**Run 1: PDN straps and rails**

Scale bar: 50 um. Pins as bars on the die edge.
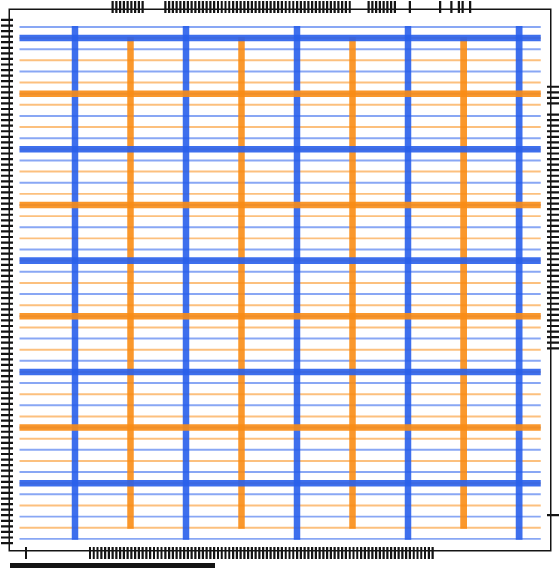
**Run 1: cell classes on the final placement**

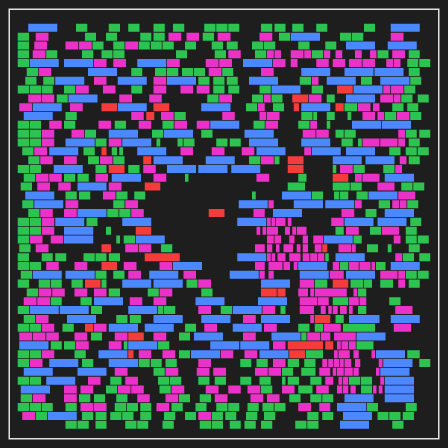
**Run 1: clock wires, drivers and flops**

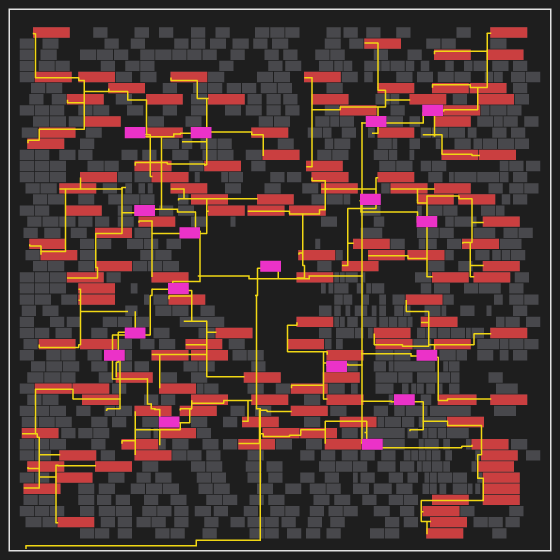
$ cat src/rtl/fpu_issue_arb_if.sv
// Signal bundle for the FPU issue arbiter: two request ports, the tagged
// response, and the FPU operand/result bus.
interface fpu_issue_arb_if #(
  parameter int NOPS = 10
);
  logic            rq0_valid;
  logic            rq0_ready;
  logic [3:0]      rq0_op;
  logic [31:0]     rq0_a;
  logic [31:0]     rq0_b;
  logic [7:0]      rq0_c;

  logic            rq1_valid;
  logic            rq1_ready;
  logic [3:0]      rq1_op;
  logic [31:0]     rq1_a;
  logic [31:0]     rq1_b;
  logic [7:0]      rq1_c;

  logic            rs_valid;
  logic            rs_id;
  logic [31:0]     rs_data;
  logic            rs_err;
  logic            rs_timeout;

  logic [31:0]     fpu_data_a;
  logic [31:0]     fpu_data_b;
  logic [7:0]      fpu_data_c;
  logic [NOPS-1:0] fpu_in_valid;
  logic [31:0]     fpu_out;
  logic            fpu_out_valid;

  // Arbiter side.
  modport slave (
    input  rq0_valid, rq0_op, rq0_a, rq0_b, rq0_c,
    input  rq1_valid, rq1_op, rq1_a, rq1_b, rq1_c,
    output rq0_ready, rq1_ready,
    output rs_valid, rs_id, rs_data, rs_err, rs_timeout,
    output fpu_data_a, fpu_data_b, fpu_data_c, fpu_in_valid,
    input  fpu_out, fpu_out_valid
  );

  // Requester / FPU side.
  modport master (
    output rq0_valid, rq0_op, rq0_a, rq0_b, rq0_c,
    output rq1_valid, rq1_op, rq1_a, rq1_b, rq1_c,
    input  rq0_ready, rq1_ready,
    input  rs_valid, rs_id, rs_data, rs_err, rs_timeout,
    input  fpu_data_a, fpu_data_b, fpu_data_c, fpu_in_valid,
    output fpu_out, fpu_out_valid
  );
endinterface

$ cat src/rtl/fpu_issue_arb.sv
// Two-port round-robin issue controller for the shared FPU: grants one request,
// pulses the selected FPU op, waits (with timeout) for the result and returns it.
//
// state | meaning
// IDLE  | waiting for a request; ready is offered to the granted port
// ISSUE | one-hot start pulse on fpu_in_valid, timeout counter cleared
// WAIT  | waiting for fpu_out_valid or the timeout limit
// DONE  | one-cycle response strobe on rs_valid
module fpu_issue_arb #(
  parameter int NOPS    = 10,
  parameter int TIMEOUT = 255
) (
  input logic             clk,
  input logic             rstn,
  fpu_issue_arb_if.slave  bus
);

  localparam int unsigned NOPS_U = NOPS;
  localparam logic [7:0]  TMO    = 8'(TIMEOUT);

  typedef enum logic [1:0] {
    IDLE,
    ISSUE,
    WAIT,
    DONE
  } state_t;

  state_t      state;
  logic        last;
  logic [7:0]  cnt;
  logic        id_q;

  logic        gnt0;
  logic        gnt1;
  logic        acc;
  logic        acc_id;
  logic [3:0]  acc_op;
  logic [31:0] acc_a;
  logic [31:0] acc_b;
  logic [7:0]  acc_c;
  logic        op_legal;

  // With both ports requesting, the port that did not win last time goes next.
  assign gnt1 = bus.rq1_valid && (!bus.rq0_valid || !last);
  assign gnt0 = bus.rq0_valid && !gnt1;

  assign bus.rq0_ready = (state == IDLE) && gnt0;
  assign bus.rq1_ready = (state == IDLE) && gnt1;

  assign acc      = bus.rq0_ready || bus.rq1_ready;
  assign acc_id   = gnt1;
  assign acc_op   = gnt1 ? bus.rq1_op : bus.rq0_op;
  assign acc_a    = gnt1 ? bus.rq1_a  : bus.rq0_a;
  assign acc_b    = gnt1 ? bus.rq1_b  : bus.rq0_b;
  assign acc_c    = gnt1 ? bus.rq1_c  : bus.rq0_c;
  assign op_legal = 32'(acc_op) < NOPS_U;

  always_ff @(posedge clk or negedge rstn) begin
    if (!rstn) begin
      state            <= IDLE;
      last             <= 1'b1;
      cnt              <= 8'd0;
      id_q             <= 1'b0;
      bus.fpu_in_valid <= '0;
      bus.fpu_data_a   <= 32'd0;
      bus.fpu_data_b   <= 32'd0;
      bus.fpu_data_c   <= 8'd0;
      bus.rs_valid     <= 1'b0;
      bus.rs_id        <= 1'b0;
      bus.rs_data      <= 32'd0;
      bus.rs_err       <= 1'b0;
      bus.rs_timeout   <= 1'b0;
    end else begin
      bus.fpu_in_valid <= '0;
      case (state)
        IDLE: begin
          if (acc) begin
            id_q <= acc_id;
            last <= acc_id;
            if (op_legal) begin
              bus.fpu_data_a   <= acc_a;
              bus.fpu_data_b   <= acc_b;
              bus.fpu_data_c   <= acc_c;
              bus.fpu_in_valid <= NOPS'(1) << acc_op;
              state            <= ISSUE;
            end else begin
              // Illegal op never touches the FPU; answer straight away.
              bus.rs_valid   <= 1'b1;
              bus.rs_id      <= acc_id;
              bus.rs_data    <= 32'd0;
              bus.rs_err     <= 1'b1;
              bus.rs_timeout <= 1'b0;
              state          <= DONE;
            end
          end
        end
        ISSUE: begin
          cnt   <= 8'd0;
          state <= WAIT;
        end
        WAIT: begin
          // A result arriving on the timeout cycle still wins.
          if (bus.fpu_out_valid) begin
            bus.rs_valid   <= 1'b1;
            bus.rs_id      <= id_q;
            bus.rs_data    <= bus.fpu_out;
            bus.rs_err     <= 1'b0;
            bus.rs_timeout <= 1'b0;
            state          <= DONE;
          end else if (cnt == TMO) begin
            bus.rs_valid   <= 1'b1;
            bus.rs_id      <= id_q;
            bus.rs_data    <= 32'd0;
            bus.rs_err     <= 1'b0;
            bus.rs_timeout <= 1'b1;
            state          <= DONE;
          end else begin
            cnt <= cnt + 8'd1;
          end
        end
        DONE: begin
          bus.rs_valid   <= 1'b0;
          bus.rs_id      <= 1'b0;
          bus.rs_data    <= 32'd0;
          bus.rs_err     <= 1'b0;
          bus.rs_timeout <= 1'b0;
          state          <= IDLE;
        end
        default: state <= IDLE;
      endcase
    end
  end

endmodule

$ cat src/flat_wrapper.sv
// flat-port wrapper written by rule: the top's interface ports become plain ports
module fpu_issue_arb_flat 
#(
  parameter int NOPS    = 10,
  parameter int TIMEOUT = 255
)
  (clk, rstn, bus_rq0_valid, bus_rq0_op, bus_rq0_a, bus_rq0_b, bus_rq0_c, bus_rq1_valid, bus_rq1_op, bus_rq1_a, bus_rq1_b, bus_rq1_c, bus_rq0_ready, bus_rq1_ready, bus_rs_valid, bus_rs_id, bus_rs_data, bus_rs_err, bus_rs_timeout, bus_fpu_data_a, bus_fpu_data_b, bus_fpu_data_c, bus_fpu_in_valid, bus_fpu_out, bus_fpu_out_valid);
  fpu_issue_arb_if #(.NOPS(NOPS)) bus_i ();
  input logic clk;
  input logic rstn;
  input wire logic [$bits(bus_i.rq0_valid)-1:0] bus_rq0_valid;
  input wire logic [$bits(bus_i.rq0_op)-1:0] bus_rq0_op;
  input wire logic [$bits(bus_i.rq0_a)-1:0] bus_rq0_a;
  input wire logic [$bits(bus_i.rq0_b)-1:0] bus_rq0_b;
  input wire logic [$bits(bus_i.rq0_c)-1:0] bus_rq0_c;
  input wire logic [$bits(bus_i.rq1_valid)-1:0] bus_rq1_valid;
  input wire logic [$bits(bus_i.rq1_op)-1:0] bus_rq1_op;
  input wire logic [$bits(bus_i.rq1_a)-1:0] bus_rq1_a;
  input wire logic [$bits(bus_i.rq1_b)-1:0] bus_rq1_b;
  input wire logic [$bits(bus_i.rq1_c)-1:0] bus_rq1_c;
  output wire logic [$bits(bus_i.rq0_ready)-1:0] bus_rq0_ready;
  output wire logic [$bits(bus_i.rq1_ready)-1:0] bus_rq1_ready;
  output wire logic [$bits(bus_i.rs_valid)-1:0] bus_rs_valid;
  output wire logic [$bits(bus_i.rs_id)-1:0] bus_rs_id;
  output wire logic [$bits(bus_i.rs_data)-1:0] bus_rs_data;
  output wire logic [$bits(bus_i.rs_err)-1:0] bus_rs_err;
  output wire logic [$bits(bus_i.rs_timeout)-1:0] bus_rs_timeout;
  output wire logic [$bits(bus_i.fpu_data_a)-1:0] bus_fpu_data_a;
  output wire logic [$bits(bus_i.fpu_data_b)-1:0] bus_fpu_data_b;
  output wire logic [$bits(bus_i.fpu_data_c)-1:0] bus_fpu_data_c;
  output wire logic [$bits(bus_i.fpu_in_valid)-1:0] bus_fpu_in_valid;
  input wire logic [$bits(bus_i.fpu_out)-1:0] bus_fpu_out;
  input wire logic [$bits(bus_i.fpu_out_valid)-1:0] bus_fpu_out_valid;
  assign bus_i.rq0_valid = bus_rq0_valid;
  assign bus_i.rq0_op = bus_rq0_op;
  assign bus_i.rq0_a = bus_rq0_a;
  assign bus_i.rq0_b = bus_rq0_b;
  assign bus_i.rq0_c = bus_rq0_c;
  assign bus_i.rq1_valid = bus_rq1_valid;
  assign bus_i.rq1_op = bus_rq1_op;
  assign bus_i.rq1_a = bus_rq1_a;
  assign bus_i.rq1_b = bus_rq1_b;
  assign bus_i.rq1_c = bus_rq1_c;
  assign bus_rq0_ready = bus_i.rq0_ready;
  assign bus_rq1_ready = bus_i.rq1_ready;
  assign bus_rs_valid = bus_i.rs_valid;
  assign bus_rs_id = bus_i.rs_id;
  assign bus_rs_data = bus_i.rs_data;
  assign bus_rs_err = bus_i.rs_err;
  assign bus_rs_timeout = bus_i.rs_timeout;
  assign bus_fpu_data_a = bus_i.fpu_data_a;
  assign bus_fpu_data_b = bus_i.fpu_data_b;
  assign bus_fpu_data_c = bus_i.fpu_data_c;
  assign bus_fpu_in_valid = bus_i.fpu_in_valid;
  assign bus_i.fpu_out = bus_fpu_out;
  assign bus_i.fpu_out_valid = bus_fpu_out_valid;
  fpu_issue_arb #(.NOPS(NOPS), .TIMEOUT(TIMEOUT)) u_core (.clk(clk), .rstn(rstn), .bus(bus_i));
endmodule
$ cat config.mk
export PLATFORM = sky130hd
export DESIGN_NAME = fpu_issue_arb_flat
export DESIGN_NICKNAME = d
export VERILOG_FILES = /design/src/rtl/fpu_issue_arb_if.sv /design/src/rtl/fpu_issue_arb.sv /design/src/flat_wrapper.sv
export SDC_FILE = /design/constraint.sdc
export NUM_CORES = 1
export LEC_CHECK = 0
export CORE_MARGIN = 2
export CORE_UTILIZATION = 38
export CTS_BUF_LIST = sky130_fd_sc_hd__clkbuf_4 sky130_fd_sc_hd__clkbuf_8
export DETAILED_ROUTE_END_ITERATION = 7
export GPL_ROUTABILITY_DRIVEN = 1
export GPL_TIMING_DRIVEN = 0
export PLACE_DENSITY_LB_ADDON = 0.12
export SLEW_MARGIN = 15
export SYNTH_ARGS = -nofsm -noshare
export SYNTH_HDL_FRONTEND = slang
export SYNTH_SLANG_ARGS = --single-unit
export TNS_END_PERCENT = 20
$ cat constraint.sdc
create_clock -name clk -period 2.4 [get_ports clk]
set_input_delay 0.72 -clock clk [delete_from_list [all_inputs] [get_ports clk]]
set_output_delay 0.72 -clock clk [all_outputs]
set_load 0.02 [all_outputs]
==> report_table.html, run 1 <==
<h3>Flow metrics</h3>
<table>
<tr><th>Metric</th><th>Value</th></tr>
<tr><th colspan="2">Status</th></tr>
<tr><td>Outcome</td><td>complete, no violations</td></tr>
<tr><th colspan="2">Power and ir drop</th></tr>
<tr><td>Sequential Power</td><td>3.63 mW</td></tr>
<tr><td>Internal power of the cells</td><td>7.475 mW</td></tr>
<tr><td>Switching power summed over all nets</td><td>4.206 mW</td></tr>
<tr><td>Reported combinational group power</td><td>about 6.2 mW</td></tr>
<tr><td>Part of the power in registers</td><td>31.1%</td></tr>
<tr><td>Power per cell area</td><td>~1100 nW/um2</td></tr>
<tr><td>Proportion of total power due to net switching</td><td>36.01%</td></tr>
<tr><td>Static Leak</td><td>4.394 nW</td></tr>
<tr><td>Post-route total power</td><td>11.68 mW</td></tr>
<tr><th colspan="2">STA</th></tr>
<tr><td>Worst Hold Slack</td><td>roughly 0.21 ns</td></tr>
<tr><td>RSZ-0062 raised after global routing</td><td>true</td></tr>
<tr><td>Time the final worst path needs with I/O delays and setup</td><td>2.375 ns</td></tr>
<tr><td>Hold Violations, Final</td><td>0</td></tr>
<tr><td>Post-route clock period utilization</td><td>between 90% and 100%</td></tr>
<tr><td>Slew margin rel.</td><td>between 50 and 60%</td></tr>
<tr><td>Final setup TNS</td><td>0 ns</td></tr>
<tr><td>Final setup fails</td><td>0</td></tr>
<tr><td>Peak Freq</td><td>421.1 MHz</td></tr>
<tr><td>Slew @ Worst Pin</td><td>between 0.6 and 0.7 ns</td></tr>
<tr><th colspan="2">GRT</th></tr>
<tr><td>Most crowded layer after global routing</td><td>met2</td></tr>
<tr><td>Fraction of met1 tracks used by global routing</td><td>23.18%</td></tr>
<tr><td>Vias in the first global route</td><td>5629</td></tr>
<tr><td>Wire length of the first global-routing pass</td><td>between 20 and 30 mm</td></tr>
<tr><td>Routing usage on met3</td><td>8.651%</td></tr>
<tr><td>Number of antenna violations at the first check in global routing</td><td>0</td></tr>
<tr><td>Global-route usage over all layers</td><td>between 20% and 30%</td></tr>
<tr><td>Global route total overflow</td><td>0</td></tr>
<tr><td>Pin count of the biggest net entering global routing</td><td>84</td></tr>
<tr><td>Global-route met2 utilization</td><td>roughly two fifths</td></tr>
<tr><th colspan="2">Synthesis</th></tr>
<tr><td>Post-Syn Instances</td><td>approximately 460</td></tr>
<tr><td>Post-synthesis share of cell area spent on and-or and or-and gates</td><td>3.076%</td></tr>
<tr><td>Nets at Floorplan</td><td>657</td></tr>
<tr><td>Fraction of the mapped netlist area in adder cells</td><td>1.005%</td></tr>
<tr><td>Count of yosys warnings during synthesis</td><td>0</td></tr>
<tr><td>Dominant register cell in the synthesized netlist</td><td>sky130_fd_sc_hd__dfrtp_1</td></tr>
<tr><td>Yosys stat cell total</td><td>463</td></tr>
<tr><td>Cell type with the highest aggregate area in the netlist</td><td>sky130_fd_sc_hd__dfrtp_1</td></tr>
<tr><td>Mean Syn Cell Area</td><td>13.44 um2</td></tr>
<tr><td>Count of library flops with an enable pin</td><td>0</td></tr>
<tr><td>Dominant comb cell</td><td>multiplexers</td></tr>
<tr><td>Multiplexer area fraction after synthesis</td><td>33.61%</td></tr>
<tr><td>Portion of synthesized cell area occupied by the leading cell type</td><td>approximately half</td></tr>
<tr><td>Area fraction in xor and xnor cells</td><td>less than 1%</td></tr>
<tr><td>Synthesized chip area reported by yosys</td><td>6223 um2</td></tr>
<tr><td>Number of distinct library cells after synthesis</td><td>42</td></tr>
<tr><td>Netlist area before placement</td><td>6223 um2</td></tr>
<tr><th colspan="2">Clock tree</th></tr>
<tr><td>Count of clock tree sinks</td><td>about 130</td></tr>
<tr><td>TritonCTS buffer count</td><td>17</td></tr>
<tr><td>Clock tree root driver cell</td><td>sky130_fd_sc_hd__clkbuf_8</td></tr>
<tr><td>Maximum count of clock buffers along a single path</td><td>2</td></tr>
<tr><td>Clock slew seen by the registers of the worst setup and hold paths</td><td>0.07 ns</td></tr>
<tr><th colspan="2">Cells and area</th></tr>
<tr><td>Antenna fix cells</td><td>0</td></tr>
<tr><td>Number of standard cells in the final layout excluding fillers</td><td>1032</td></tr>
<tr><td>Share of layout cells above drive strength 1</td><td>30.76%</td></tr>
<tr><td>Synth-to-Final Area Change</td><td>63.59%</td></tr>
<tr><td>Final std cell area, no fill</td><td>10180 um2</td></tr>
<tr><td>Most frequently placed logic cells in the final layout</td><td>sky130_fd_sc_hd__clkdlybuf4s50_1 (300), sky130_fd_sc_hd__mux2_2 (169), sky130_fd_sc_hd__dfrtp_1 (129)</td></tr>
<tr><th colspan="2">Worst setup path</th></tr>
<tr><td>Count of buffer and inverter cells on the critical path</td><td>3</td></tr>
<tr><td>Crit path cell chain</td><td>clkdlybuf4s50_1, o21ai_1, mux2_4, a2111oi_4, buf_6, buf_6, mux2_4</td></tr>
<tr><td>Critical path arrival</td><td>2.69 ns</td></tr>
<tr><td>Slowest cell on the critical path</td><td>sky130_fd_sc_hd__clkdlybuf4s50_1</td></tr>
<tr><td>Crit path kind</td><td>input port to flip-flop</td></tr>
<tr><td>CP peak stage delay</td><td>0.51 ns</td></tr>
<tr><td>R2r startpoint</td><td>u_core.last$_DFFE_PN1P_</td></tr>
<tr><td>CP delay by family, top</td><td>buffers and inverters</td></tr>
<tr><td>Max FO, Critical Path</td><td>10</td></tr>
<tr><td>Kind of end point of the critical path</td><td>flip-flop</td></tr>
<tr><td>Critical path startpoint category</td><td>input port</td></tr>
<tr><td>Required time of the worst setup path</td><td>2.72 ns</td></tr>
<tr><th colspan="2">Route</th></tr>
<tr><td>Vias after detailed routing</td><td>5050</td></tr>
<tr><td>Vias per cell</td><td>between 4 and 5</td></tr>
<tr><td>Number of detailed-route iterations in the first pass</td><td>4</td></tr>
<tr><td>DRC violations left</td><td>0</td></tr>
<tr><td>Routed WL</td><td>18.85 mm</td></tr>
<tr><th colspan="2">Floorplan</th></tr>
<tr><td>Chip height</td><td>about 130 um</td></tr>
<tr><td>Die boundary width</td><td>132.0 um</td></tr>
<tr><td>Share of the core filled by cells before placement</td><td>39.04%</td></tr>
<tr><td>Die ar.</td><td>17420 um2</td></tr>
<tr><th colspan="2">Placed design</th></tr>
<tr><td>Port Buffer Count</td><td>307</td></tr>
<tr><td>Final Wtd Congestion</td><td>around 0.83</td></tr>
<tr><td>Placed insts</td><td>987</td></tr>
<tr><td>Placed Area</td><td>around 9600 um2</td></tr>
<tr><th colspan="2">Flow run</th></tr>
<tr><td>Max Cap Violations</td><td>0</td></tr>
<tr><td>Tool warnings</td><td>31</td></tr>
<tr><th colspan="2">Hold path</th></tr>
<tr><td>Path type of the worst min-delay path</td><td>input port to asynchronous set/reset pin</td></tr>
</table>
About 'PDN straps and rails':
orange -> VDD
blue -> VSS
met4 straps = 9
met5 straps = 9
Worst VDD drop: 0.5543 mV
core area: 15940 um2

About 'cell classes on the final placement':
green -> other buffers and delay cells  # cells 350
red -> clock drivers and dummy loads  # cells 31
blue -> flops  # cells 130
magenta -> all other logic  # cells 305
core utilization of the finished layout: 63.86%
floorplan row count: 46
Seq area share: 31.97%

About 'clock wires, drivers and flops':
red -> flip-flops  # count 130
magenta -> cells driving clock nets  # count 17
yellow -> clock wires  # length 1740 um
flops lie = widely spread
routed clock nets = 18
power drawn by the clock network: 1.82 mW
final worst clock skew: 0.008183 ns
later-pin clock latency in the skew report: 0.43 ns
fraction of power consumed by the clock network: 15.5%

[run 1: synthesized netlist by cell type, types with 3 or more instances]
library cell               number
sky130_fd_sc_hd__ha_1           5
sky130_fd_sc_hd__nor2_1        13
sky130_fd_sc_hd__buf_2          6
sky130_fd_sc_hd__nand2_1        8
sky130_fd_sc_hd__and3_1        33
sky130_fd_sc_hd__o21ai_0        5
sky130_fd_sc_hd__inv_1          9
sky130_fd_sc_hd__buf_6          3
sky130_fd_sc_hd__nor3_1         6
sky130_fd_sc_hd__clkbuf_1      16
sky130_fd_sc_hd__mux2i_1        5
sky130_fd_sc_hd__mux2_2       178
sky130_fd_sc_hd__a31oi_1        4
sky130_fd_sc_hd__nand2b_1       4
sky130_fd_sc_hd__nand3_1        6
sky130_fd_sc_hd__dfrtp_1      129
[run 1: final cells by class]
cell class	instances	area, um2
multi-input combinational	296	2851
tap	216	270.3
clock inverter	10	111.4
buffer	28	183.9
inverter	9	33.78
fill	1281	5762
clock buffer	21	270.3
timing repair buffer	322	3206
sequential	130	3254
[run 1: per-stage QoR]
step	utilization [%]	setup slack, ns
after global placement	60.31	-4.547
final	63.86	0.02520
after detailed placement	60.49	-1.523
after CTS	63.37	0.009509
after floorplan	-	-0.1811
after global routing	63.86	-0.007154
[run 1: worst register-to-register path: cells and delay by family, from the launching register on]
| family | cells | cell delay, ns |
|---|---|---|
| AOI/OAI and AO/OA | 2 | 0.45 |
| DFF | 1 | 0.57 |
| muxes | 2 | 0.64 |
| buffers and inverters | 3 | 0.55 |
[run 1: what timing repair did]
item | 4_1_cts | 5_1_grt
gates cloned | 0 | 1
hold buffers | 0 | 0
buffers inserted | 5 | 8
endpoints found under the setup margin | 120 | 99
hold endpoints to repair | 0 | 0
gates resized | 31 | 10
pin swaps | 3 | 2
[run 1: registers in the layout, indices dropped and copies added, names as in the netlist]
name / count
u_core.bus.fpu_data_a: 32
u_core.bus.fpu_in_valid: 10
u_core.bus.rs_err: 1
u_core.state: 2
u_core.last: 1
u_core.bus.fpu_data_b: 32
u_core.bus.rs_data: 32
u_core.cnt: 8
u_core.id_q: 1
u_core.bus.fpu_data_c: 8
u_core.bus.rs_timeout: 1
u_core.bus.rs_id: 1
u_core.bus.rs_valid: 1
[run 1: per-layer routing]
layer,wire [um],up-vias
li1,-,2351
met1,6934,2486
met2,10000,192
met3,1597,21
met4,318,0
met5,0,-
[run 1: worst paths after layout]
path / slack (ns) / depth (start not counted) / to
worst min-delay path: 0.21 / 1 / u_core.bus.fpu_in_valid[9]$_DFF_PN0_
min in group clk: 0.47 / 2 / u_core.last$_DFFE_PN1P_
max in group asynchronous: 1.42 / 2 / u_core.bus.fpu_data_a[6]$_DFFE_PN0P_
worst min register to register: 0.49 / 1 / u_core.cnt[6]$_DFFE_PN0P_
worst max-delay path: 0.03 / 7 / u_core.bus.rs_data[15]$_DFFE_PN0P_
worst max register to register: 0.08 / 7 / u_core.bus.rs_data[15]$_DFFE_PN0P_
==> run 2: changes to the inputs <==
GPL_TIMING_DRIVEN = not set   (was 0)
HOLD_SLACK_MARGIN = 0.02   (was not set)
**Run 2: clock wires, drivers and flops**

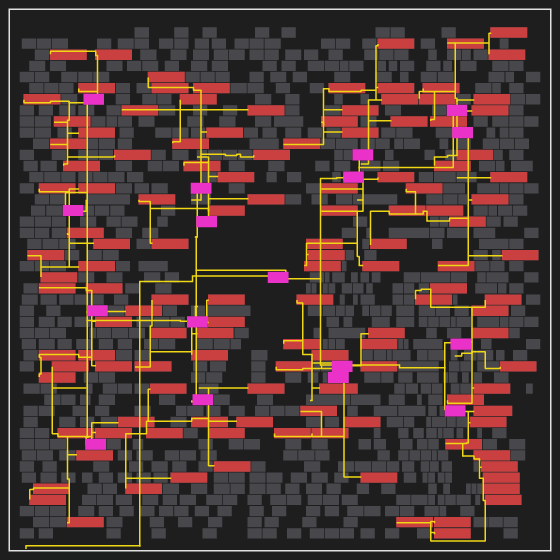
magenta -> cells driving clock nets  # count 17
yellow -> clock wires  # length 1730 um
red -> flip-flops  # count 130
flops lie = widely spread
final worst clock skew: 0.01103 ns
power drawn by the clock network: 2.13 mW
later-pin clock latency in the skew report: 0.45 ns
fraction of power consumed by the clock network: 17.4%

**Run 2: routing congestion map**

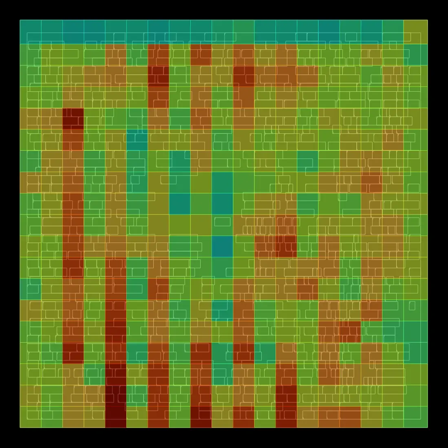
global-route met2 utilization: 38.95%
routing usage on met3: 8.266%
core utilization of the finished layout: 65.86%
fraction of met1 tracks used by global routing: 23.88%
global-route usage over all layers: 22.11%

==> run 2 against run 1 <==
Sequential share of layout area is 0.96 points lower; design area is 3.1% higher; first-iteration DRC count is 42% lower; sequential power hardly changed; clock power is 17% higher; final cell count is 1.4% higher; critical path depth is 2 higher; clock-buffer cell count is 2 higher; area after synthesis stayed put; non-clock buffer count is 13 higher; critical endpoint is now u_core.bus.rs_data[30]$_DFFE_PN0P_.
==> report_table.html, run 2 <==
<h3>Flow metrics</h3>
<table>
<tr><th>Metric</th><th>Value</th></tr>
<tr><th colspan="2">Status</th></tr>
<tr><td>Outcome</td><td>complete, no violations (unchanged)</td></tr>
<tr><th colspan="2">Route</th></tr>
<tr><td>Vias per cell</td><td>4.882 (was 4.893)</td></tr>
<tr><td>Number of detailed-route iterations in the first pass</td><td>4 (unchanged)</td></tr>
<tr><th colspan="2">Synthesis</th></tr>
<tr><td>Cell types with the highest counts after synthesis</td><td>sky130_fd_sc_hd__mux2_2 (178), sky130_fd_sc_hd__dfrtp_1 (129), sky130_fd_sc_hd__and3_1 (33) (unchanged)</td></tr>
<tr><td>Portion of synthesized cell area occupied by the leading cell type</td><td>51.87% (unchanged)</td></tr>
<tr><td>Cell type with the highest aggregate area in the netlist</td><td>sky130_fd_sc_hd__dfrtp_1 (unchanged)</td></tr>
<tr><td>Nets at Floorplan</td><td>657 (unchanged)</td></tr>
<tr><td>Count of yosys warnings during synthesis</td><td>0 (unchanged)</td></tr>
<tr><td>Most numerous cell in the Yosys netlist</td><td>sky130_fd_sc_hd__mux2_2 (unchanged)</td></tr>
<tr><td>Netlist area before placement</td><td>6223 um2 (unchanged)</td></tr>
<tr><th colspan="2">Clock tree</th></tr>
<tr><td>Clock slew seen by the registers of the worst setup and hold paths</td><td>0.08 ns (was 0.07 ns)</td></tr>
<tr><td>Hold-fix buffer count after cts</td><td>0 (unchanged)</td></tr>
<tr><td>Count of clock tree sinks</td><td>130 (unchanged)</td></tr>
<tr><td>Maximum count of clock buffers along a single path</td><td>2 (unchanged)</td></tr>
<tr><th colspan="2">Hold path</th></tr>
<tr><td>Path type of the worst min-delay path</td><td>input port to asynchronous set/reset pin (unchanged)</td></tr>
<tr><th colspan="2">Worst setup path</th></tr>
<tr><td>Required time of the worst setup path</td><td>2.73 ns (was 2.72 ns)</td></tr>
<tr><td>Critical path startpoint category</td><td>input port (unchanged)</td></tr>
<tr><td>Slack of the worst reg-to-reg path</td><td>0.07 ns (was 0.08 ns)</td></tr>
<tr><td>Max FO, Critical Path</td><td>18 (was 10)</td></tr>
<tr><th colspan="2">GRT</th></tr>
<tr><td>Vias in the first global route</td><td>5591 (was 5629)</td></tr>
<tr><td>Global route total overflow</td><td>0 (unchanged)</td></tr>
<tr><td>Wire length of the first global-routing pass</td><td>29.94 mm (was 29.60 mm)</td></tr>
<tr><td>Pin count of the biggest net entering global routing</td><td>48 (was 84)</td></tr>
<tr><td>Number of antenna violations at the first check in global routing</td><td>0 (unchanged)</td></tr>
<tr><th colspan="2">Cells and area</th></tr>
<tr><td>Number of standard cells in the final layout excluding fillers</td><td>1046 (was 1032)</td></tr>
<tr><td>Antenna fix cells</td><td>0 (unchanged)</td></tr>
<tr><td>Number of fill cells</td><td>1213 (was 1281)</td></tr>
<tr><th colspan="2">Power and ir drop</th></tr>
<tr><td>Worst VDD drop</td><td>0.6129 mV (was 0.5543 mV)</td></tr>
<tr><th colspan="2">Placed design</th></tr>
<tr><td>Port Buffer Count</td><td>308 (was 307)</td></tr>
<tr><td>Worst slack at placement</td><td>-0.5735 ns (was -1.523 ns)</td></tr>
<tr><td>Placed Area</td><td>9843 um2 (was 9644 um2)</td></tr>
<tr><th colspan="2">STA</th></tr>
<tr><td>Time the final worst path needs with I/O delays and setup</td><td>2.339 ns (was 2.375 ns)</td></tr>
<tr><td>Hold Violations, Final</td><td>0 (unchanged)</td></tr>
<tr><td>Final setup fails</td><td>0 (unchanged)</td></tr>
<tr><th colspan="2">Floorplan</th></tr>
<tr><td>Floorplan row count</td><td>46 (unchanged)</td></tr>
</table>
**Run 2: routed metal, one colour a layer**

Scale bar: 50 um.
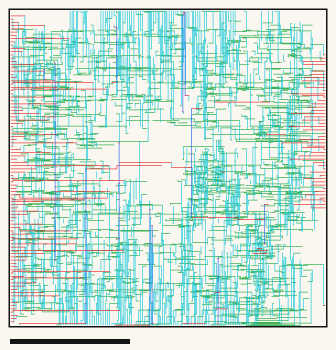
red -> met3  # wire length 1570 um
cyan -> met2  # wire length 9970 um
green -> met1  # wire length 6960 um
blue -> met4  # wire length 468 um
Routed WL: 18.97 mm
wire per inst: 18.13 um
vias after detailed routing: 5107

==> run 2: final cells by class <==
class	count	area, um2	share of cell area (%)
Timing Repair Buffer	363	3593	34.22
Sequential cell	130	3256	31.01
Multi-Input combinational cell	296	2887	27.49
Clock buffer	23	310.3	2.955
Tap cell	216	270.3	2.574
Clock inverter	9	150.1	1.430
Inverter	9	33.78	0.3217
==> run 2: power by group <==
group / total, mW / switching [mW] / internal [mW]
combinational: 6.52 / 2.91 / 3.62
clock: 2.13 / 0.853 / 1.28
sequential: 3.63 / 0.506 / 3.12
total: 12.3 / 4.26 / 8.01
==> run 2: cells by family after synthesis <==
kind of cell	synth area share, %
buffers and inverters	2.774
DFF	52.29
muxes	33.61
adders and majority gates	1.005
xor gates and xnor gates	0.2815
AOI/OAI and AO/OA	3.076
and+or+nand+nor	6.956
==> run 2: final timing paths <==
kind	start	cells past startpoint	endpoint
min in group clk	u_core.bus.rs_data[27]$_DFFE_PN0P_	1	u_core.bus.rs_data[27]$_DFFE_PN0P_
setup / recovery	bus_fpu_out_valid	9	u_core.bus.rs_data[30]$_DFFE_PN0P_
max in group asynchronous	rstn	2	u_core.bus.fpu_data_c[0]$_DFFE_PN0P_
setup reg to reg	u_core.last$_DFFE_PN1P_	9	u_core.bus.rs_data[30]$_DFFE_PN0P_
hold reg to reg	u_core.bus.rs_data[27]$_DFFE_PN0P_	1	u_core.bus.rs_data[27]$_DFFE_PN0P_
hold / removal	rstn	1	u_core.bus.rs_data[21]$_DFFE_PN0P_
==> run 2: timing repair <==
| item | 4_1_cts | 5_1_grt |
|---|---|---|
| endpoints found under the setup margin | 28 | 27 |
| cloned | 3 | 0 |
| setup buffers | 12 | 3 |
| pin swaps | 2 | 4 |
| gates resized | 34 | 7 |
==> run 2: worst max-delay path, stage by stage <==
cell                              delay, ns
sky130_fd_sc_hd__clkdlybuf4s50_1       0.48
sky130_fd_sc_hd__nor2b_1               0.09
sky130_fd_sc_hd__o21a_1                0.17
sky130_fd_sc_hd__a2111oi_4             0.33
sky130_fd_sc_hd__buf_4                 0.17
sky130_fd_sc_hd__buf_6                 0.10
sky130_fd_sc_hd__buf_4                 0.11
sky130_fd_sc_hd__buf_12                0.15
sky130_fd_sc_hd__mux2_2                0.34
==> run 2: per-stage QoR <==
stage	utilization (%)	TNS, ns	power (mW)	hold WS (ns)
floorplan	-	-5.438	6.861	0.4244
global placement	61.74	-44.99	9.638	0.4612
detailed placement	61.74	-51.00	9.776	0.4781
CTS	65.88	0	12.50	0.1752
global route	65.86	0	12.91	0.2138
finish	65.86	0	12.28	0.1994
==> run 2: routing by layer <==
metal  vias to the layer above  global-route usage [%]  routed length [um]
met5                         -                       0                   0
met1                      2493                   23.88                6961
met2                       193                   38.95                9969
met3                        31                   8.266                1570
met4                         0                   9.179                 467
li1                       2390                       -                   -
==> run 3: changes to the inputs <==
CORE_MARGIN = 3   (was 2)
**Run 3: PDN straps and rails**

Scale bar: 50 um. Pins as bars on the die edge.
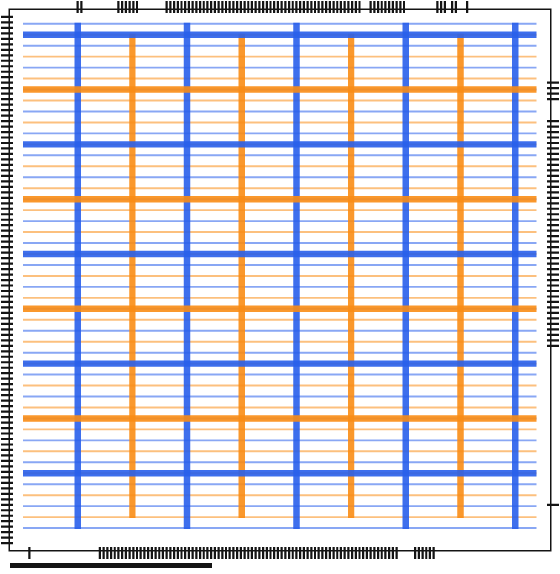
blue -> VSS
orange -> VDD
signal pins = 309
met1 rails = 47
die boundary width: 134.0 um
Worst VDD drop: 0.7036 mV

**Run 3: cell classes on the final placement**

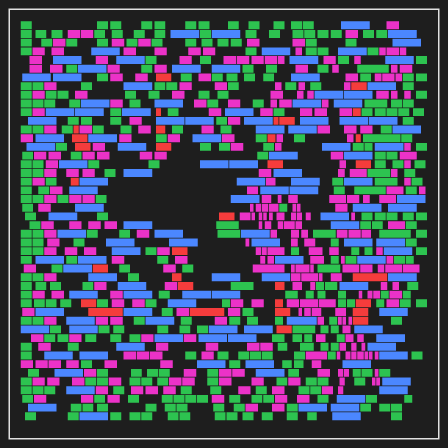
blue -> flops  # cells 130
green -> other buffers and delay cells  # cells 349
magenta -> all other logic  # cells 305
red -> clock drivers and dummy loads  # cells 32
core utilization of the finished layout: 65.44%
final std cell area, no fill: 10430 um2
Seq area share: 31.19%

==> run 3 against run 2 <==
Final cell count shrank 1.3%; synthesized cell count is the same; fmax shrank 2.0%; critical path depth grew 1; total power grew 0.48%; design area shrank 0.64%; sequential power is essentially flat; area after synthesis is the same; clock-buffer cell count shrank 4; register-to-register slack lost 0.03 ns; global-route usage grew 0.17 points.
==> report_table.html, run 3 <==
<h3>Flow metrics</h3>
<table>
<tr><th>Metric</th><th>Value</th></tr>
<tr><th colspan="2">Status</th></tr>
<tr><td>Outcome</td><td>complete, no violations (unchanged)</td></tr>
<tr><th colspan="2">Cells and area</th></tr>
<tr><td>FF+latch area</td><td>3254 um2 (was 3256 um2)</td></tr>
<tr><td>Number of standard cells in the final layout excluding fillers</td><td>1032 (was 1046)</td></tr>
<tr><td>Antenna fix cells</td><td>0 (unchanged)</td></tr>
<tr><td>Combined area of the multi-input logic cells</td><td>2874 um2 (was 2887 um2)</td></tr>
<tr><td>Number of fill cells</td><td>1235 (was 1213)</td></tr>
<tr><td>Leading registers by flop count</td><td>u_core.bus.fpu_data_a (32), u_core.bus.fpu_data_b (32), u_core.bus.rs_data (32) (unchanged)</td></tr>
<tr><th colspan="2">Worst setup path</th></tr>
<tr><td>Critical path arrival</td><td>2.71 ns (was 2.67 ns)</td></tr>
<tr><td>Slowest cell on the critical path</td><td>sky130_fd_sc_hd__mux2_4 (was sky130_fd_sc_hd__clkdlybuf4s50_1)</td></tr>
<tr><td>Slack of the worst reg-to-reg path</td><td>0.04 ns (was 0.07 ns)</td></tr>
<tr><td>Required time of the worst setup path</td><td>2.73 ns (about the same)</td></tr>
<tr><td>Max FO, Critical Path</td><td>9 (was 18)</td></tr>
<tr><td>Crit path cell chain</td><td>clkdlybuf4s15_2, a21boi_4, buf_6, mux2_4, a2111oi_4, buf_6, buf_12, buf_4, buf_16, mux2_4 (was clkdlybuf4s50_1, nor2b_1, o21a_1, a2111oi_4, buf_4, buf_6, buf_4, buf_12, mux2_2)</td></tr>
<tr><td>CP peak stage delay</td><td>0.31 ns (was 0.48 ns)</td></tr>
<tr><td>Kind of end point of the critical path</td><td>flip-flop (unchanged)</td></tr>
<tr><th colspan="2">Clock tree</th></tr>
<tr><td>Clock slew seen by the registers of the worst setup and hold paths</td><td>0.08 ns (about the same)</td></tr>
<tr><td>Hold-fix buffer count after cts</td><td>0 (unchanged)</td></tr>
<tr><td>Clock tree root driver cell</td><td>sky130_fd_sc_hd__clkbuf_8 (unchanged)</td></tr>
<tr><td>Maximum count of clock buffers along a single path</td><td>2 (unchanged)</td></tr>
<tr><th colspan="2">Synthesis</th></tr>
<tr><td>Netlist area before placement</td><td>6223 um2 (unchanged)</td></tr>
<tr><td>Portion of synthesized cell area occupied by the leading cell type</td><td>51.87% (unchanged)</td></tr>
<tr><td>Count of yosys warnings during synthesis</td><td>0 (unchanged)</td></tr>
<tr><td>Cell types with the highest counts after synthesis</td><td>sky130_fd_sc_hd__mux2_2 (178), sky130_fd_sc_hd__dfrtp_1 (129), sky130_fd_sc_hd__and3_1 (33) (unchanged)</td></tr>
<tr><td>Number of distinct library cells after synthesis</td><td>42 (unchanged)</td></tr>
<tr><td>Yosys stat cell total</td><td>463 (unchanged)</td></tr>
<tr><td>Post-Syn Instances</td><td>463 (unchanged)</td></tr>
<tr><td>Most numerous cell in the Yosys netlist</td><td>sky130_fd_sc_hd__mux2_2 (unchanged)</td></tr>
<tr><td>Dominant register cell in the synthesized netlist</td><td>sky130_fd_sc_hd__dfrtp_1 (unchanged)</td></tr>
<tr><th colspan="2">GRT</th></tr>
<tr><td>Global-route usage over all layers</td><td>22.28% (was 22.11%)</td></tr>
<tr><td>Vias in the first global route</td><td>5729 (was 5591)</td></tr>
<tr><td>Most crowded layer after global routing</td><td>met2 (unchanged)</td></tr>
<tr><td>Routing usage on met3</td><td>8.702% (was 8.266%)</td></tr>
<tr><td>Fraction of met1 tracks used by global routing</td><td>23.73% (was 23.88%)</td></tr>
<tr><td>Number of antenna violations at the first check in global routing</td><td>0 (unchanged)</td></tr>
<tr><td>Wire length of the first global-routing pass</td><td>30.93 mm (was 29.94 mm)</td></tr>
<tr><th colspan="2">Placed design</th></tr>
<tr><td>Final Wtd Congestion</td><td>0.8253 (was 0.8199)</td></tr>
<tr><td>Port Buffer Count</td><td>308 (unchanged)</td></tr>
<tr><td>Placed Area</td><td>9757 um2 (was 9843 um2)</td></tr>
<tr><td>Placed insts</td><td>987 (was 998)</td></tr>
<tr><th colspan="2">Floorplan</th></tr>
<tr><td>Floorplan row count</td><td>46 (unchanged)</td></tr>
<tr><td>Share of the core filled by cells before placement</td><td>39.04% (unchanged)</td></tr>
<tr><td>Die ar.</td><td>17950 um2 (was 17420 um2)</td></tr>
<tr><td>Core area</td><td>15940 um2 (unchanged)</td></tr>
<tr><th colspan="2">STA</th></tr>
<tr><td>Slew @ Worst Pin</td><td>0.3980 ns (was 0.5805 ns)</td></tr>
<tr><td>Peak Freq</td><td>419.2 MHz (was 427.6 MHz)</td></tr>
<tr><td>Final setup fails</td><td>0 (unchanged)</td></tr>
<tr><td>Slew margin rel.</td><td>73.34% (was 61.30%)</td></tr>
<tr><td>RSZ-0062 raised after global routing</td><td>true (was false)</td></tr>
<tr><td>Post-route clock period utilization</td><td>99.40% (was 97.45%)</td></tr>
<tr><td>Hold Violations, Final</td><td>0 (unchanged)</td></tr>
<tr><th colspan="2">Hold path</th></tr>
<tr><td>Path type of the worst min-delay path</td><td>input port to asynchronous set/reset pin (unchanged)</td></tr>
<tr><th colspan="2">Power and ir drop</th></tr>
<tr><td>Post-route total power</td><td>12.34 mW (was 12.28 mW)</td></tr>
<tr><td>Static Leak</td><td>4.508 nW (was 4.562 nW)</td></tr>
<tr><td>Power per cell area</td><td>1182 nW/um2 (was 1169 nW/um2)</td></tr>
<tr><th colspan="2">Flow run</th></tr>
<tr><td>Tool warnings</td><td>31 (was 30)</td></tr>
<tr><th colspan="2">Route</th></tr>
<tr><td>Number of detailed-route iterations in the first pass</td><td>4 (unchanged)</td></tr>
<tr><td>Vias per cell</td><td>4.880 (was 4.882)</td></tr>
<tr><td>Wire per inst</td><td>19.01 um (was 18.13 um)</td></tr>
</table>
**Run 3: clock wires, drivers and flops**

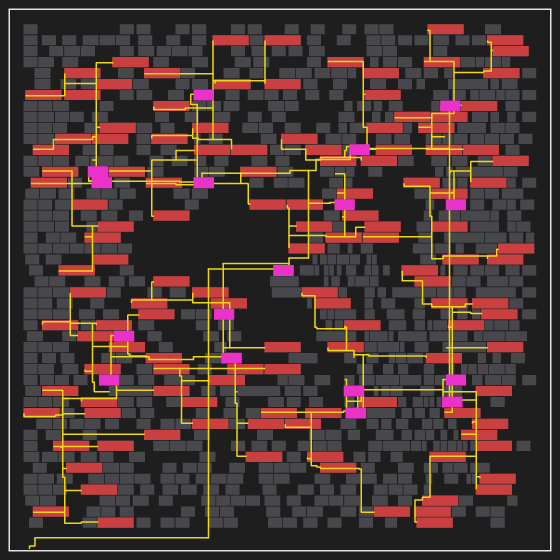
yellow -> clock wires  # length 1780 um
magenta -> cells driving clock nets  # count 17
red -> flip-flops  # count 130
flops lie = widely spread
routed clock nets = 18
fraction of power consumed by the clock network: 15.9%
power drawn by the clock network: 1.96 mW
later-pin clock latency in the skew report: 0.44 ns
final worst clock skew: 0.009134 ns

-- run 3: cell counts after synthesis --
No cell type changed its count.
-- run 3: cell families (layout without fill, tap and decap cells) --
group	Yosys count	count (layout)	share of synthesized area, %
multiplexers	186	186	33.61
flip-flops	130	130	52.29
AND/OR/NAND/NOR	79	79	6.956
buffers and inverters	37	390	2.774
AND-OR/OR-AND	24	24	3.076
adder cells (fa/ha/maj)	5	5	1.005
XOR/XNOR	2	2	0.2815
-- run 3: metrics by stage --
stage / utilization [%] / hold WS [ns] / setup TNS, ns / setup slack [ns]
6_report: 65.44 / 0.1884 / 0 / 0.01438
5_1_grt: 65.44 / 0.1854 / -0.004592 / -0.002957
4_1_cts: 65.15 / 0.1765 / 0 / 0.002039
3_5_place_dp: 61.20 / 0.4824 / -51.02 / -0.5687
3_3_place_gp: 61.20 / 0.4624 / -45.89 / -0.5350
2_1_floorplan: - / 0.4244 / -5.438 / -0.1811
-- run 3: metal layers --
metal	share of wire, %	wire length (um)
met5	0	0
met2	53	10410
met1	37	7215
met3	8.3	1624
met4	1.9	365
-- run 3: worst paths after layout --
| check | from | end | cells past startpoint |
|---|---|---|---|
| max in group asynchronous | rstn | u_core.bus.rs_data[6]$_DFFE_PN0P_ | 2 |
| min in group clk | u_core.cnt[6]$_DFFE_PN0P_ | u_core.cnt[6]$_DFFE_PN0P_ | 1 |
| worst min register to register | u_core.cnt[6]$_DFFE_PN0P_ | u_core.cnt[6]$_DFFE_PN0P_ | 1 |
| worst max register to register | u_core.last$_DFFE_PN1P_ | u_core.bus.rs_data[20]$_DFFE_PN0P_ | 9 |
| worst min-delay path | rstn | u_core.bus.fpu_data_b[23]$_DFFE_PN0P_ | 1 |
| worst max-delay path | bus_rq0_valid | u_core.bus.rs_data[20]$_DFFE_PN0P_ | 10 |
-- run 3: cell type report --
class,instances,share of cell area (%)
timing repair buffer,349,34.37
sequential,130,31.19
multi-input combinational,296,27.55
tap,216,2.591
clock buffer,19,2.447
clock inverter,13,1.523
inverter,9,0.3238
-- run 3: timing repair --
action	in CTS	in global routing
setup buffers	7	2
pin swaps	2	1
resized	30	8
setup endpoints to repair	29	25
cloned	4	0
-- run 3: worst max-delay path, delay by kind of cell --
| kind | cells | cell delay [ns] |
|---|---|---|
| AOI/OAI and AO/OA | 2 | 0.49 |
| buffers and inverters | 6 | 0.88 |
| muxes | 2 | 0.61 |
-- run 3: power by group --
group	internal (mW)	total, mW	switching, mW	leakage (nW)
logic	3.78	6.74	2.96	2.67
clock network	1.07	1.96	0.895	0.206
registers	3.12	3.64	0.521	1.63
No activity file was given, so power comes from the tool's default toggle rates.
